Figure 1. Power grid.
Drawn at 6 px/um. Pins as bars on the die edge.
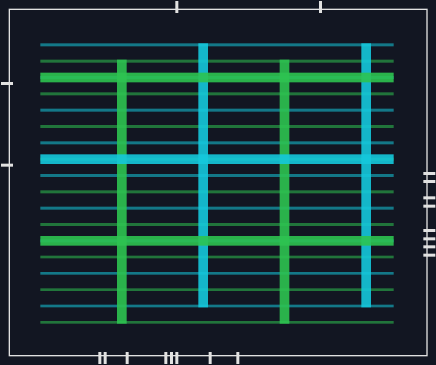
Figure 2. Placement view.
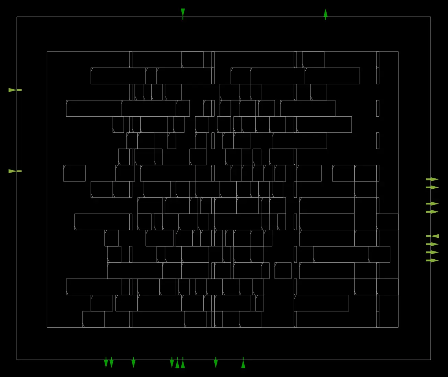
Figure 3. Wiring by layer.
Drawn at 6 px/um. Only two layers are drawn.
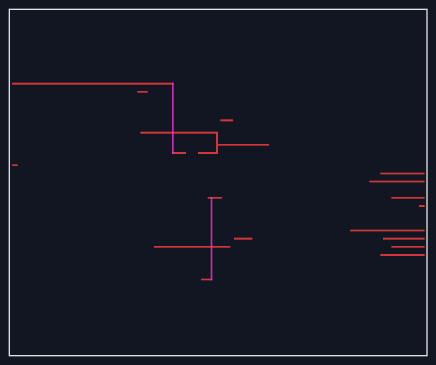
Design turnstile_fare_ctrl, sky130hd; sources not shown.
==> flow_metrics.tcl <==
# place-and-route summary
set metrics [dict create \
    status "finished clean" \
    slew_headroom 0.350 \
    mux_share 0.0390 \
    cts_made_buffers 3 \
    final.min_clock_period_ns 2.88 \
    dr_wl_met3_um 131 \
    top_layer "met4" \
    largest_area_cell "dfrtp_1" \
    path_depth 11 \
    gp_congestion 0.912 \
    finalHoldWorstSlack_ns 0.466 \
    comb_share 0.447 \
    p_seq_mw 0.385 \
    logic_family "simple AND/OR/NAND/NOR gates" \
    synth_area_per_cell_um2 9.63 \
    reg2regPathDepth 9 \
    yosys-stat-area_um2 1160 \
    clock_latency_ns 0.30 \
    simple_gate_area_frac 0.221 \
    powerDensity_nw_per_um2 856 \
    wl_per_cell_um 13.5 \
    tool_warnings 27 \
    topCellsByArea "dfrtp_1 (41%), ha_1 (6.5%), o31ai_1 (4.5%)" \
    finalNetCount 158 \
    netlist_instances 120 \
    path_buffers 2 \
    fmax_ghz 0.347 \
    synthToLayoutAreaGrowth_pct 23.7 \
    synth.yosys.warnings 0 \
    ant_nets 0 \
    placed_area_um2 1400 \
    grtUsageMet2 0.197 \
    whs_path_depth 1 \
    clock_area_frac 0.0192 \
    fin_area_um2 1430 \
    dominant-cell-class "logic gates" \
    cap_violations 0 \
    ys_seq_frac 0.411 \
    required_ns 3.39 \
    lay_top_cells "dfrtp_1 (19), clkdlybuf4s50_1 (18), nand2_1 (13), a21oi_1 (9)" \
    crit_chain "clkdlybuf4s50_1 > inv_1 > ha_1 > fa_1 > xor2_2 > ha_1 > nor3b_1 > a211oi_1 > o21ai_0 > nand3_2 > o31ai_1" \
    synthArstFlopShare 1.00 \
    overflow 0 \
    grt_pass1_vias 942 \
    hold_viol_final 0 \
    logic_area_um2 639 \
    setup-violations-final 0 \
    path_clk_slew_ns 0.10 \
    dr.pass1.iters 4 \
    arrival_ns 3.07 \
    pwr-share-clk 0.096 \
    rsz0062_at_grt "false" \
    worstMarginPinSlew_ns 0.971 \
    maxPowerGroup "combinational logic" \
    use_met1 0.186 \
    post_cts_buffers 0 \
    seq_share 0.332 \
    path_class "input port to flop" \
    wl_met1_mm 1.20 \
    p_int_mw 0.560 \
    diodes 0 \
    buffers 22 \
    drive_gt1_frac 0.126 \
    critPathCaptureType "flop" \
    seq_power_share 0.314 \
    drt_iter0_markers 21 \
    synthTopCellsByCount "dfrtp_1 (19), nand2_1 (13), a21oi_1 (9), inv_1 (8), o21ai_0 (8)" \
    start_kind "input port" \
    r2r_setup_slack_ns 0.47 \
    n_tap_cell 38 \
    io_pins 20 \
    combPwrFrac 0.589 \
    grt_use_met3 0.0440 \
    cts_max_level 1 \
    met2_wirelength_mm 1.09 \
    clock_buffers 3 \
    mostFrequentLayoutCell "dfrtp_1" \
    port_buffers 19 \
    fp_util 0.425 \
    cts_resized 0 \
    ff_type "dfrtp_1" \
    fin_skew_ns 0.0102 \
    preCtsSetupSlack_ns 0.0393 \
    comb_power_mw 0.722 \
]
## Picture notes: Figure 1
- VSS: green
- VDD: cyan
- met4 straps: 4
- signal pins: 20
- met5 straps: 3
- rows: 17
- met1 rails: 18
Die Ht: 57.5 um
core area: 2720 um2
Die Width: 69.4 um
worst vdd ir: 0.310 mV

## Picture notes: Figure 2
row cnt: 17
number of filler cells placed in the layout: 266
Final Core Density: 0.525

## Picture notes: Figure 3
- met4: magenta (wire length 25.2 um)
- met3: red (wire length 132 um)
vias after detailed routing: 993
Post-Route WL: 2.45 mm
Tot GR Track Use: 0.133

No activity file was given, so power comes from the tool's default toggle rates.
